run_1/m1.png
Bar = 10 um. Cells faint in the background.
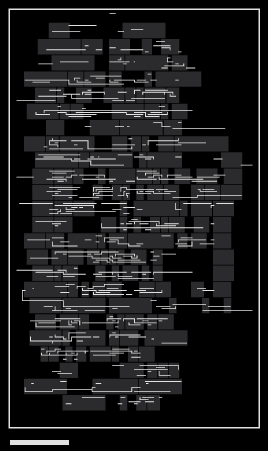
run_1/m2.png
Cells faint in the background.
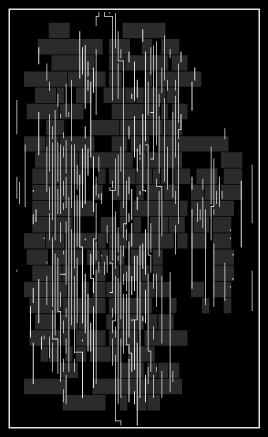
run_1/m3.png
Bar = 10 um. Cells faint in the background.
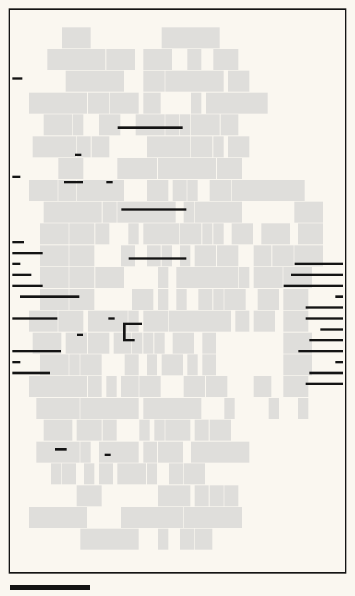
**src/rtl/ic_gate_tester.sv**
```systemverilog
// ic_gate_tester
//
// Self-checking tester for multi-gate 74xx logic ICs. One sweep applies every
// input combination (0 .. 2^N_IN-1) to all gate channels at once. After each
// vector has settled, every channel output is compared against the selected
// gate function. Per-channel mismatch flags, the first failing vector and an
// overall pass flag are reported through a start/done handshake.
//
// Ports
//   clk_in           single clock, all logic on the rising edge
//   rst_in           synchronous active-high reset
//   start_in         request a sweep (accepted only while idle)
//   mode_in          expected gate: 000 NAND, 001 NOR, 010 AND, 011 OR,
//                    100 XOR, 101 XNOR, 110 NOT (input bit 0), 111 reserved
//   dut_a_out        stimulus, channel c on bits [c*N_IN +: N_IN]
//   dut_y_in         gate outputs from the device under test, bit c = channel c
//   busy_out         sweep in progress (including the DONE cycle)
//   done_out         one-cycle pulse at the end of a run
//   pass_out         last run had no mismatch and a legal mode
//   fail_mask_out    sticky per-channel mismatch flags of the last run
//   fail_vector_out  first vector that produced any mismatch in the last run
//   err_mode_out     last run requested the reserved mode
module ic_gate_tester #(
    parameter int CHANNELS      = 4,
    parameter int N_IN          = 2,
    parameter int SETTLE_CYCLES = 2
) (
    input  logic                     clk_in,
    input  logic                     rst_in,
    input  logic                     start_in,
    input  logic [2:0]               mode_in,
    output logic [CHANNELS*N_IN-1:0] dut_a_out,
    input  logic [CHANNELS-1:0]      dut_y_in,
    output logic                     busy_out,
    output logic                     done_out,
    output logic                     pass_out,
    output logic [CHANNELS-1:0]      fail_mask_out,
    output logic [N_IN-1:0]          fail_vector_out,
    output logic                     err_mode_out
);

    localparam int SW = (SETTLE_CYCLES > 1) ? $clog2(SETTLE_CYCLES) : 1;
    localparam logic [SW-1:0] SETTLE_LAST = SW'((SETTLE_CYCLES > 0) ? SETTLE_CYCLES - 1 : 0);
    // Counter is one bit wider than a vector so the last vector is detected
    // by value rather than by wrap-around.
    localparam logic [N_IN:0] V_LAST = (N_IN + 1)'((1 << N_IN) - 1);

    typedef enum logic [2:0] {IDLE, APPLY, SETTLE, CHECK, DONE} state_t;

    state_t              state, state_nxt;
    logic [2:0]          mode_q;
    logic [N_IN:0]       v_q;
    logic [SW-1:0]       settle_cnt;
    logic                expected;
    logic [CHANNELS-1:0] mismatch;
    logic                v_last;

    function automatic logic gate_eval(input logic [2:0] m, input logic [N_IN-1:0] vec);
        logic r;
        r = 1'b0;
        case (m)
            3'b000:  r = ~(&vec);
            3'b001:  r = ~(|vec);
            3'b010:  r = &vec;
            3'b011:  r = |vec;
            3'b100:  r = ^vec;
            3'b101:  r = ~(^vec);
            3'b110:  r = ~vec[0];
            default: r = 1'b0;
        endcase
        return r;
    endfunction

    assign expected = gate_eval(mode_q, v_q[N_IN-1:0]);
    assign mismatch = dut_y_in ^ {CHANNELS{expected}};
    assign v_last   = (v_q == V_LAST);

    always_ff @(posedge clk_in) begin
        if (rst_in) begin
            state <= IDLE;
        end else begin
            state <= state_nxt;
        end
    end

    always_comb begin
        state_nxt = state;
        case (state)
            IDLE: begin
                if (start_in) begin
                    state_nxt = (mode_in == 3'b111) ? DONE : APPLY;
                end
            end
            APPLY:  state_nxt = (SETTLE_CYCLES > 0) ? SETTLE : CHECK;
            SETTLE: begin
                if (settle_cnt == SETTLE_LAST) begin
                    state_nxt = CHECK;
                end
            end
            CHECK:  state_nxt = v_last ? DONE : APPLY;
            DONE:   state_nxt = IDLE;
            default: state_nxt = IDLE;
        endcase
    end

    always_ff @(posedge clk_in) begin
        if (rst_in) begin
            mode_q          <= '0;
            v_q             <= '0;
            settle_cnt      <= '0;
            pass_out        <= 1'b0;
            fail_mask_out   <= '0;
            fail_vector_out <= '0;
            err_mode_out    <= 1'b0;
        end else begin
            case (state)
                IDLE: begin
                    if (start_in) begin
                        mode_q          <= mode_in;
                        v_q             <= '0;
                        settle_cnt      <= '0;
                        pass_out        <= 1'b0;
                        fail_vector_out <= '0;
                        // Reserved mode ends the run at once with every channel flagged.
                        if (mode_in == 3'b111) begin
                            err_mode_out  <= 1'b1;
                            fail_mask_out <= '1;
                        end else begin
                            err_mode_out  <= 1'b0;
                            fail_mask_out <= '0;
                        end
                    end
                end
                APPLY:  settle_cnt <= '0;
                SETTLE: settle_cnt <= settle_cnt + SW'(1);
                CHECK: begin
                    fail_mask_out <= fail_mask_out | mismatch;
                    // Mask still clear means no earlier vector of this run failed.
                    if ((fail_mask_out == '0) && (|mismatch)) begin
                        fail_vector_out <= v_q[N_IN-1:0];
                    end
                    // Pass is resolved on the way into DONE so it is valid with done_out.
                    if (v_last) begin
                        pass_out <= ((fail_mask_out | mismatch) == '0);
                    end else begin
                        v_q <= v_q + (N_IN + 1)'(1);
                    end
                end
                default: ;
            endcase
        end
    end

    assign busy_out  = (state != IDLE);
    assign done_out  = (state == DONE);
    assign dut_a_out = ((state == APPLY) || (state == SETTLE) || (state == CHECK))
                       ? {CHANNELS{v_q[N_IN-1:0]}} : '0;

endmodule

```
**config.mk**
```make
export PLATFORM = sky130hd
export DESIGN_NAME = ic_gate_tester
export DESIGN_NICKNAME = d
export VERILOG_FILES = /design/src/rtl/ic_gate_tester.sv
export SDC_FILE = /design/constraint.sdc
export NUM_CORES = 1
export LEC_CHECK = 0
export CORE_ASPECT_RATIO = 1.75
export CORE_MARGIN = 2
export CORE_UTILIZATION = 42
export CTS_CLUSTER_DIAMETER = 60
export DETAILED_ROUTE_END_ITERATION = 16
export HOLD_SLACK_MARGIN = 0.1
export PLACE_DENSITY = 0.76
export RECOVER_POWER = 100
export SLEW_MARGIN = 20
export SYNTH_ARGS = -nofsm -noshare
export SYNTH_HDL_FRONTEND = slang
export SYNTH_SLANG_ARGS = --single-unit
```
**constraint.sdc**
```tcl
create_clock -name clk_in -period 1.8 [get_ports clk_in]
set_input_delay 0.36 -clock clk_in [delete_from_list [all_inputs] [get_ports clk_in]]
set_output_delay 0.36 -clock clk_in [all_outputs]
set_load 0.02 [all_outputs]
```
==> run notes, run 1 <==
Summary of the current implementation state.

- The number of routed nets with antenna violations is 0, for reference.
- The number of logic stages on the critical path including buffering is 6, for reference.
- The weighted congestion reported at the end of routability-driven placement is 0.8658, for reference.
- The report lists the number of standard-cell rows as 24.
- Per the final report, max-transition violations number 0.
- The actual transition at the worst max-transition pin is 464.9 ps, for reference.
- Data on the critical path arrives at its endpoint at 2050 ps.
- Setup repair after global routing could not meet its margin everywhere.
- The synthesized netlist handed to floorplanning was reported with a cell count of 128.
- Per the log, the first TritonRoute iteration ended with a DRC count of 23.
- The filler cell count is 212, for reference.
- The final reports fail on setup timing.
- The worst reg2reg path endpoint is fail_vector_out[0], for reference.
- The fraction of synthesized cell area in xor and xnor cells is 0.05847, for reference.
- The run finished, with violations left.
- The clock arrives with 1.067 ps of skew.
- The via-per-instance ratio is 5.539, for reference.
- The slack of the worst reg-to-reg path is -100 ps, for reference.
- The most common cell after layout, fill and taps aside is sky130_fd_sc_hd__buf_4, for reference.
- After clock tree synthesis, the clock-pin slew on the worst setup and hold paths is 60 ps.
- The net count after synthesis is 141, for reference.
- The data required time reported for the critical path is 1950 ps.
- STA lists the maximum fanout along the critical path as 6.
- In the routed design, unresolved DRC markers number 0.
- In this run the cell area of the synthesized design comes to 1049 um2.
- The finished layout holds 193 standard cells, fillers aside.
- For the finished layout, the period the worst path requires is 1900 ps.
- The number of I/O pins is 28, for reference.
- The number of antenna violations at the first check in global routing is 0.
- The final worst setup slack is -99.90 ps, for reference.
- The area growth from synthesis to layout is 43.67%, for reference.
- The capture point of the critical path was reported as fail_vector_out[0].
- The number of antenna repair diodes is 0, for reference.
- Yosys stat counts 128 cells in the synthesized netlist.
- The clock reaches the later pin of the worst-skew pair after 250 ps.
- Static timing analysis puts the maximum clock frequency at 526.3 MHz.
- The number of input and output port buffers inserted is 27, for reference.
- Averaged over all synthesized cells, the footprint is 8.191 um2.
- The post-route worst hold slack is 488.6 ps, for reference.
- The length in cells of the worst reg-to-reg path is 6, for reference.
- The critical path's slowest stage uses the library cell sky130_fd_sc_hd__o31ai_4.
- In the setup report, the worst path falls into the class reg2reg.
- The final instance area is 1506 um2, for reference.
- Across all checked pins, the minimum headroom to the slew limit is 0.6901.
- Looking at the VDD voltage map, the peak drop is 0.5574 mV.
- STA classifies the critical path startpoint as a flip-flop.
- Warnings reported by Yosys during synthesis add up to 0.
- Of the synthesized area, sequential elements account for 0.3437.
- The cell area power density is 691.8 nW/um2, for reference.
- In this run, CTS created clock tree buffers numbering 3.
- Note, the detailed placer reported a final HPWL of 2.091 mm.
- The pre-CTS setup slack is -95.03 ps, for reference.
- The library cell used as clock root buffer is sky130_fd_sc_hd__clkbuf_8, for reference.
- Entering global routing, the biggest net connects 19 pins.
- The start point of the critical path is v_q[0], for reference.
- The adder and majority cell fraction of the synthesized area is 0.03580, for reference.
- Per the post-run analysis, buffers plus inverters along the critical path come to 1.
- The largest non-sequential cell family by area is simple AND/OR/NAND/NOR gates, for reference.
- In the final layout, the multi-input gates occupy 640.6 um2.
- The register area is 364.1 um2, for reference.
- The first-pass GRT wire length is 4.402 mm, for reference.
- The post-placement cell area is 1449 um2.
- The number of global-route vias before repair is 1,041, for reference.
- Counting tap cells, the placed design contains a total of 189 instances.
- In this run, post-CTS hold repair placed 0 buffers.
- The longest individual stage delay on the worst path is 450 ps, for reference.
- According to the floorplan report, the die width is 41.77 um.
- The kind of capture point of the worst setup path is a flip-flop, for reference.
- The global routing report lists combined usage of all routing layers as 0.1934.
- The reg-to-reg startpoint is v_q[0], for reference.
- The floorplan die area is 2928 um2, for reference.
- The die height is 70.10 um, for reference.
- Dividing the detail-routed wire length by the instance count gives 13.76 um.
- The number of H-tree levels is 1, for reference.
- The class of the tightest hold or removal check is reg2reg, for reference.
- The core occupancy in the finished layout is 0.6193, for reference.
- The signal on the critical path passes through inv_2 -> ha_4 -> o211a_1 -> o31ai_4 -> mux2_4 -> mux2i_1.
- The clock net sink count is 18, for reference.
- The report counts max-capacitance violations totalling 0.
- The final tally of setup violations is 5, for reference.
Back to the opening pictures, m1.png:
The layer carries 978 um of wire. The longest straight run is 24.8 um.
DR vias: 1,069
Detailed Route WL: 2.656 mm
global-route track usage on met1: 0.1883

Back to the opening pictures, m2.png:
The layer carries 1,440 um of wire. 168 nets have wire on it.
GR met2 Demand/Resource: 0.3785

Back to the opening pictures, m3.png:
29 nets have wire on it. The layer carries 117 um of wire. The longest straight run is 7.80 um. The wires run mostly horizontal.
M3 GR Usage: 0.01034

-- run 1: state kept, by name, indices dropped and copies added (netlist names) --
register / flops
fail_mask_out: 4
err_mode_out: 1
mode_q: 3
fail_vector_out: 2
state: 3
v_q: 3
settle_cnt: 1
pass_out: 1
-- run 1: through the flow --
stage	total power [mW]	setup TNS, ps
floorplan	0.6379	-744.1
global placement	0.7595	-240.3
detailed placement	0.7699	-754.4
CTS	1.050	-457.0
global route	1.095	-897.3
finish	1.042	-273.1
-- run 1: area by class of cell --
class                      count  area share
multi-input combinational     93      0.4253
timing repair buffer          49      0.2741
sequential                    18      0.2417
inverter                       4    0.009967
tap                           26     0.02159
clock buffer                   3     0.02741
-- run 1: cell usage after synthesis, drive strengths merged --
cell type	count	area, um2
and4	1	8.760
nand2	12	45.04
xnor2	2	17.52
nor3	10	50.05
inv	4	15.01
o211ai	1	7.510
or3b	1	8.760
o41ai	1	16.27
ha	3	37.54
o211a	1	10.01
a221oi	4	35.03
and3	2	12.51
nand4b	1	8.760
nand3b	3	22.52
nor2	16	60.06
nand2b	2	12.51
mux2i	3	30.03
a22oi	1	7.510
o21ai	3	15.01
a2bb2oi	1	8.760
a21oi	12	60.06
and2	3	18.77
o31ai	1	21.27
buf	9	60.05
dfxtp	18	360.4
nor4	1	6.260
or4	1	7.510
mux2	2	26.27
clkbuf	4	15.01
xor2	5	43.79
-- run 1: tightest hold or removal path, stage by stage, from the launching register on --
cell,delay [ps]
sky130_fd_sc_hd__dfxtp_1,310
sky130_fd_sc_hd__nand3b_1,70
sky130_fd_sc_hd__mux2i_1,60
-- run 1: layer usage --
layer,track usage,share of wire,vias to the layer above
met3,0.01034,0.044,9
met4,0.1111,0.044,0
met2,0.3785,0.54,38
li1,-,-,520
met5,0,0,-
met1,0.1883,0.37,502
-- run 1: worst min path at each step --
stage	startpoint	to	slack, ps	depth (start not counted)
after floorplan	v_q[2]	v_q[2]	460	2
after global placement	v_q[2]	v_q[2]	470	2
after detailed placement	v_q[2]	v_q[2]	480	2
after CTS	fail_vector_out[0]	fail_vector_out[0]	500	2
after global routing	fail_vector_out[0]	fail_vector_out[0]	530	2
final	fail_vector_out[0]	fail_vector_out[0]	490	2
-- run 1: timing repair --
action,in CTS,in global routing
setup buffers,1,0
pin swaps,2,0
gates resized,18,10
setup endpoints to repair,17,11
-- run 1: where the power goes --
part / internal, mW / leakage (nW) / total [mW] / switching [mW]
sequential: 0.422 / 0.148 / 0.445 / 0.0229
clock: 0.149 / 0.0216 / 0.279 / 0.130
combinational: 0.146 / 0.478 / 0.318 / 0.172
-- run 1: kinds of logic (layout without fill, tap and decap cells) --
group                    count (synthesis)  after routing
multiplexers                             5              5
buffers and inverters                   17             56
AND-OR/OR-AND                           25             25
AND/OR/NAND/NOR                         53             53
XOR/XNOR                                 7              7
flip-flops                              18             18
adder cells (fa/ha/maj)                  3              3
## Run 2: what changed since run 1
- MAX_ROUTING_LAYER: unset -> met4
- PLACE_DENSITY: 0.76 -> 0.74
==> run 2 against run 1 <==
Area after synthesis did not move. Synthesized cell count is the same. The flow still finishes with violations (setup timing). Largest cell class unchanged. Utilization down 1.7 points. Final area fell by 2.8%. Fmax fell by 0.13%. Clock skew increased by 1.1 ps. Final cell count decreased by 1.0%. Worst setup slack got worse by 2.4 ps. Global-route usage down 0.54 points. Critical endpoint is now fail_vector_out[1]. Largest power group unchanged. Non-clock buffer count down 2. First-iteration DRC count grew 13%. Sequential share of layout area is 0.62 points higher.
==> run notes, run 2 <==
Summary of the current implementation state.

- The post-route worst hold slack is 484.9 ps (-3.657 ps), for reference.
- The number of routed nets with antenna violations came to 0 (unchanged).
- The top layer reached by signal wires is met4, for reference.
- By instance count, the leading cell after synthesis is sky130_fd_sc_hd__dfxtp_1.
- The routed length on met3 is 106 um (-8.6%).
- Sorting the synthesized cells by area gives the leading types as sky130_fd_sc_hd__dfxtp_1 34%, sky130_fd_sc_hd__a21oi_1 5.7%, sky130_fd_sc_hd__nor2_1 5.7%.
- The number of input and output port buffers inserted is 27 (unchanged), for reference.
- The fraction of synthesis flops using an asynchronous set or reset pin is 0 (unchanged), for reference.
- The area of combinational cells with multiple inputs is 638.1 um2 (-0.39%).
- The area share of the largest cell type after synthesis is 0.3437 (unchanged), for reference.
- The number of core rows is 24 (unchanged), for reference.
- The flip-flop count of the largest register after layout is 4 (unchanged), for reference.
- More flip-flops sit in one register than any other, and that register is fail_mask_out.
- The final worst setup slack is -102.3 ps (-2.417 ps), for reference.
- The number of maximum-capacitance constraint violations is 0 (unchanged), for reference.
- The wire length on met1 is 1.047 mm (+7.1%), for reference.
- The number of antenna violations at the first check in global routing is 0 (unchanged), for reference.
- The first-pass GRT wire length came to 4.167 mm (-5.3%).
- The share of synthesized area occupied by flip-flops and latches is 0.3437 (unchanged).
- The checks that failed: setup timing.
- The core occupancy in the finished layout is 0.6019 (-0.01749), for reference.
- The floorplan die area is 2928 um2 (unchanged), for reference.
- The TritonCTS buffer count is 3 (unchanged).
- The overall power of the completed layout is 1.030 mW (-1.2%), for reference.
- The run finished, with violations left.
- The combinational fraction of design power is 0.294 (-0.011), for reference.
- The routed length per instance is 14.22 um (+3.3%), for reference.
- The initial DRC count is 26 (+13%), for reference.
- CTS placed an instance of sky130_fd_sc_hd__clkbuf_8 at the clock tree root.
- Setup repair after global routing could not meet its margin everywhere.
- The sequential cell fraction of total power is 0.432 (+0.005).
- The amount of wire on met2 after detailed routing is 1.513 mm (+4.8%), for reference.
- The number of buffers added to fix hold violations after cts is 0 (unchanged), for reference.
- The data arrival time of the critical path was 2050 ps (about the same).
- The count of final max-slew check failures is 0 (unchanged), for reference.
- The kind of capture point of the worst setup path is a flip-flop, for reference.
- The register area is 362.8 um2 (-0.34%).
- The width of the chip was 41.77 um (unchanged).
- The pin count of the biggest net entering global routing is 21 (+2), for reference.
- In this run the worst setup path begins at v_q[0].
- The via-per-instance ratio was 5.440 (-1.8%).
- The worst register-to-register path ends at fail_vector_out[1].
- sky130_fd_sc_hd__dfxtp_1 takes more of the synthesized area than any other cell.
- The number of instances in the synthesized netlist is 128 (unchanged).
- The number of I/O pins was 28 (unchanged).
- The internal power of the cells is 0.7069 mW (-1.4%), for reference.
- The final tally of setup violations is 6 (+1), for reference.
- The pre-CTS setup slack is -104.6 ps (-9.582 ps).
## run 2: cell families (layout without fill, tap and decap cells)
| logic type | after synthesis | count (layout) | synth area share |
|---|---|---|---|
| and+or+nand+nor | 53 | 53 | 0.2494 |
| AOI/OAI and AO/OA | 25 | 25 | 0.1730 |
| DFF | 18 | 18 | 0.3437 |
| buffers and inverters | 17 | 54 | 0.08590 |
| xor gates and xnor gates | 7 | 7 | 0.05847 |
| muxes | 5 | 5 | 0.05370 |
| adders and majority gates | 3 | 3 | 0.03580 |
## run 2: area by class of cell
class | instances | area share
Multi-Input combinational cell | 93 | 0.4359
Timing Repair Buffer | 47 | 0.2556
Sequential cell | 18 | 0.2479
Clock buffer | 3 | 0.02821
Tap cell | 26 | 0.02222
Inverter | 4 | 0.01026
## run 2: worst max-delay path, cell delays in order (launching register included)
cell	delay (ps)
sky130_fd_sc_hd__dfxtp_2	330
sky130_fd_sc_hd__buf_4	140
sky130_fd_sc_hd__ha_4	160
sky130_fd_sc_hd__xor2_1	150
sky130_fd_sc_hd__nor2_1	100
sky130_fd_sc_hd__o31ai_4	420
sky130_fd_sc_hd__mux2_4	360
sky130_fd_sc_hd__mux2i_1	130
## run 2: repair_timing
action                                  in CTS  in global routing
resized                                     17                 16
gates cloned                                 0                  0
pin swaps                                    3                  4
endpoints found under the setup margin      17                 16
setup buffers                                1                  2
## run 2: how the worst min path moves through the flow
stage | start | endpoint | cells after the start
6_report | err_mode_out | err_mode_out | 2
5_1_grt | err_mode_out | err_mode_out | 2
4_1_cts | err_mode_out | err_mode_out | 2
3_5_place_dp | err_mode_out | err_mode_out | 2
3_3_place_gp | v_q[2] | v_q[2] | 2
2_1_floorplan | v_q[2] | v_q[2] | 2
## run 2: power groups by stage
| stage | Sequential [mW] | Combinational [mW] | Clock, mW |
|---|---|---|---|
| after global placement | 0.452 | 0.301 | 0 |
| after CTS | 0.444 | 0.307 | 0.285 |
| final | 0.445 | 0.303 | 0.283 |
| after detailed placement | 0.454 | 0.308 | 0 |
| after global routing | 0.448 | 0.329 | 0.302 |
| after floorplan | 0.451 | 0.187 | 0 |
## run 2: routing by layer
layer / up-vias / global-route usage
li1: 517 / -
met1: 485 / 0.1823
met2: 32 / 0.3628
met3: 5 / 0.01809
met4: 0 / 0.07527
met5: - / -
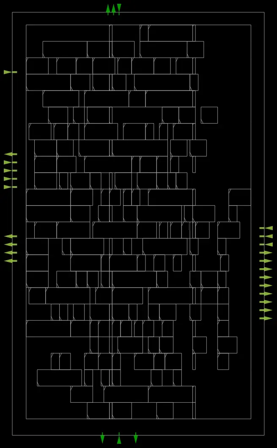
run_2/placed.png
floorplan core area: 2432 um2
number of tap cells inserted: 26
fraction of area in registers: 0.2479
final cell count without fillers: 191
final-layout fill cell count: 211

## Run 3: what changed since run 2
- CTS_CLUSTER_SIZE: unset -> 14
==> run 3 against run 2 <==
The flow still finishes with violations (setup timing). Largest cell class unchanged. Worst setup slack stayed put. Utilization stayed put. Hold slack unchanged. Die size is the same. Largest power group unchanged. Sequential share of layout area is the same.
==> run notes, run 3 <==
Summary of the current implementation state.

- Synthesis instantiated 33 different standard cells from the library.
- The flip-flop count of the largest register after layout is 4 (unchanged), for reference.
- The post-route worst hold slack is 484.9 ps (unchanged), for reference.
- The width of the chip came to 41.77 um (unchanged).
- In the final run the clock tree shows a worst skew of 2.195 ps.
- The class of the tightest hold or removal check is reg2reg, for reference.
- The area share of the largest cell type after synthesis was 0.3437 (unchanged).
- The data arrival time of the critical path is 2050 ps (about the same), for reference.
- The first detailed-routing pass ran for 4 iterations.
- The pre-CTS setup slack was -104.6 ps (unchanged).
- The type of the worst setup path is reg2reg, for reference.
- The final worst setup slack came to -102.3 ps (unchanged).
- The overflow left after global routing is 0, for reference.
- Setup repair after global routing could not meet its margin everywhere.
- The share of synthesized area occupied by flip-flops and latches was 0.3437 (unchanged).
- The die height is 70.10 um, for reference.
- TritonCTS built the clock tree.
- The relative max-transition margin is 0.7131, for reference.
- The number of I/O pins is 28 (unchanged).
- The net count after synthesis is 141.
- The first-pass GRT wire length is 4.167 mm (unchanged), for reference.
- The TritonCTS buffer count is 3 (unchanged), for reference.
- The data required time of the critical path is 1940 ps, for reference.
- The synthesized area divided by synthesized cell count is 8.191 um2, for reference.
- The stage-log warning count is 30, for reference.
- The maximum fanout along the worst path is 6, for reference.
- The number of core rows came to 24 (unchanged).
- The finished cells cover 1464 um2.
- The number of input and output port buffers inserted is 27 (unchanged), for reference.
- The floorplan core area was 2432 um2 (unchanged).
- The number of antenna violations at the first check in global routing is 0 (unchanged), for reference.
- The pin count of the biggest net entering global routing is 21 (unchanged), for reference.
- The cell type that accounts for the most area after synthesis is sky130_fd_sc_hd__dfxtp_1.
- The initial DRC count is 26 (unchanged), for reference.
- Leaving out fill and tap cells, the most frequent cells in the layout are 16 x sky130_fd_sc_hd__dfxtp_1, 16 x sky130_fd_sc_hd__buf_4, 15 x sky130_fd_sc_hd__nor2_1, 12 x sky130_fd_sc_hd__nand2_1, 12 x sky130_fd_sc_hd__a21oi_1.
- The synthesis report lists the most area-consuming cells as sky130_fd_sc_hd__dfxtp_1 34%, sky130_fd_sc_hd__a21oi_1 5.7%, sky130_fd_sc_hd__nor2_1 5.7%.
- The fraction of synthesis flops using an asynchronous set or reset pin is 0 (unchanged), for reference.
- STA classifies the critical path startpoint as a flip-flop.
- The number of nets in the layout is 180, for reference.
- Post-route period utilization is reported as 1.057.
- The later-pin clock latency in the skew report is 250 ps, for reference.
- The yosys stat chip area is 1049 um2, for reference.
- The synthesis stats list as the most numerous cell sky130_fd_sc_hd__dfxtp_1.
- The worst vdd rail ir drop is 0.4905 mV, for reference.
- The via-per-instance ratio came to 5.440 (unchanged).
- The number of maximum-capacitance constraint violations is 0 (unchanged), for reference.
- The achievable clock frequency is 525.7 MHz, for reference.
- The floorplan die area is 2928 um2 (unchanged), for reference.
- The final tally of setup violations came to 6 (unchanged).
- The area of placed instances is 1431 um2, for reference.
- The routed length per instance is 14.22 um (unchanged), for reference.
- fail_mask_out holds more flip-flops than any other register.
- The weighted congestion reported at the end of routability-driven placement is 0.8510, for reference.
- The number of H-tree levels is 1, for reference.
- The number of antenna diodes in the final layout is 0.
- The number of global-route vias before repair is 965, for reference.
- The number of instances in the synthesized netlist is 128 (unchanged).
- The tree is rooted in a sky130_fd_sc_hd__clkbuf_8.
- The total cells reported by yosys after synthesis is 128, for reference.
- The area growth from synthesis to layout is 39.62%, for reference.
- The run finished, with violations left.
- The number of routed nets with antenna violations came to 0 (unchanged).
- The core occupancy in the finished layout is 0.6019 (unchanged), for reference.
- The count of final max-slew check failures is 0 (unchanged), for reference.
- The fraction of final layout cells with drive strength greater than 1 is 0.2242, for reference.
- The number of buffers on the longest clock path is 2, for reference.
- The netlist area before placement is 1049 um2, for reference.
- The clock period minus worst slack is 1902 ps, for reference.
- The kind of capture point of the worst setup path is a flip-flop, for reference.
- The checks that failed: setup timing.
## run 3: routing by layer
metal / vias to the layer above / share of wire / GRT usage
met2: 32 / 0.56 / 0.3628
met3: 5 / 0.039 / 0.01809
met4: 0 / 0.018 / 0.07527
met1: 485 / 0.39 / 0.1823
met5: - / 0 / -
li1: 517 / - / -
## run 3: repair_timing
item / 4_1_cts / 5_1_grt
gates resized: 17 / 16
gates cloned: 0 / 0
endpoints found under the setup margin: 17 / 16
setup buffers: 1 / 2
pin swaps: 3 / 4
hold buffers: 0 / 0
## run 3: cells by family (layout without fill, tap and decap cells)
logic type,count (synthesis),count (layout),synth area share
AND/OR/NAND/NOR,53,53,0.2494
AND-OR/OR-AND,25,25,0.1730
flip-flops,18,18,0.3437
buffers and inverters,17,54,0.08590
XOR/XNOR,7,7,0.05847
multiplexers,5,5,0.05370
adder cells (fa/ha/maj),3,3,0.03580
## run 3: worst paths after layout
| path | startpoint | endpoint | cells after the start | slack (ps) |
|---|---|---|---|---|
| setup / recovery | v_q[0] | fail_vector_out[1] | 7 | -100 |
| hold / removal | err_mode_out | err_mode_out | 2 | 480 |
| setup reg to reg | v_q[0] | fail_vector_out[1] | 7 | -100 |
| hold reg to reg | err_mode_out | err_mode_out | 2 | 480 |
## run 3: metrics by stage
step	std cells	power, mW
after global placement	185	0.7532
after floorplan	128	0.6379
after detailed placement	185	0.7614
final	191	1.030
after CTS	189	1.036
after global routing	191	1.079
## run 3: worst max-delay path, cell delays in order (launching register included)
cell	delay [ps]
sky130_fd_sc_hd__dfxtp_2	330
sky130_fd_sc_hd__buf_4	140
sky130_fd_sc_hd__ha_4	160
sky130_fd_sc_hd__xor2_1	150
sky130_fd_sc_hd__nor2_1	100
sky130_fd_sc_hd__o31ai_4	420
sky130_fd_sc_hd__mux2_4	360
sky130_fd_sc_hd__mux2i_1	130
## run 3: power breakdown
part / switching [mW] / total, mW / internal (mW)
Clock: 0.134 / 0.283 / 0.149
Sequential: 0.0229 / 0.445 / 0.422
Combinational: 0.166 / 0.303 / 0.136
## run 3: final cells by class
| cell class | instances | area (um2) |
|---|---|---|
| fillers | 211 | 968.4 |
| multi-input cells | 93 | 638.1 |
| repair buffers | 47 | 374.1 |
| flip-flops and latches | 18 | 362.8 |
| clock buffers | 3 | 41.29 |
| well taps | 26 | 32.53 |
| inverters | 4 | 15.01 |
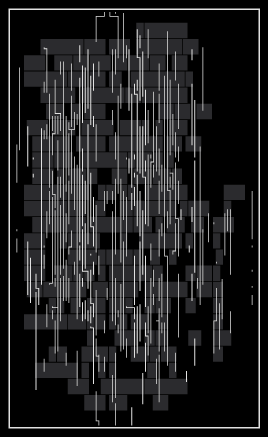
run_3/m2.png
Cells faint in the background.
The longest straight run is 34.7 um. The layer holds 56% of the routed length. The layer carries 1,510 um of wire.
DR vias: 1,039
Detailed Route WL: 2.716 mm

Power is estimated from default activity; no workload was simulated.
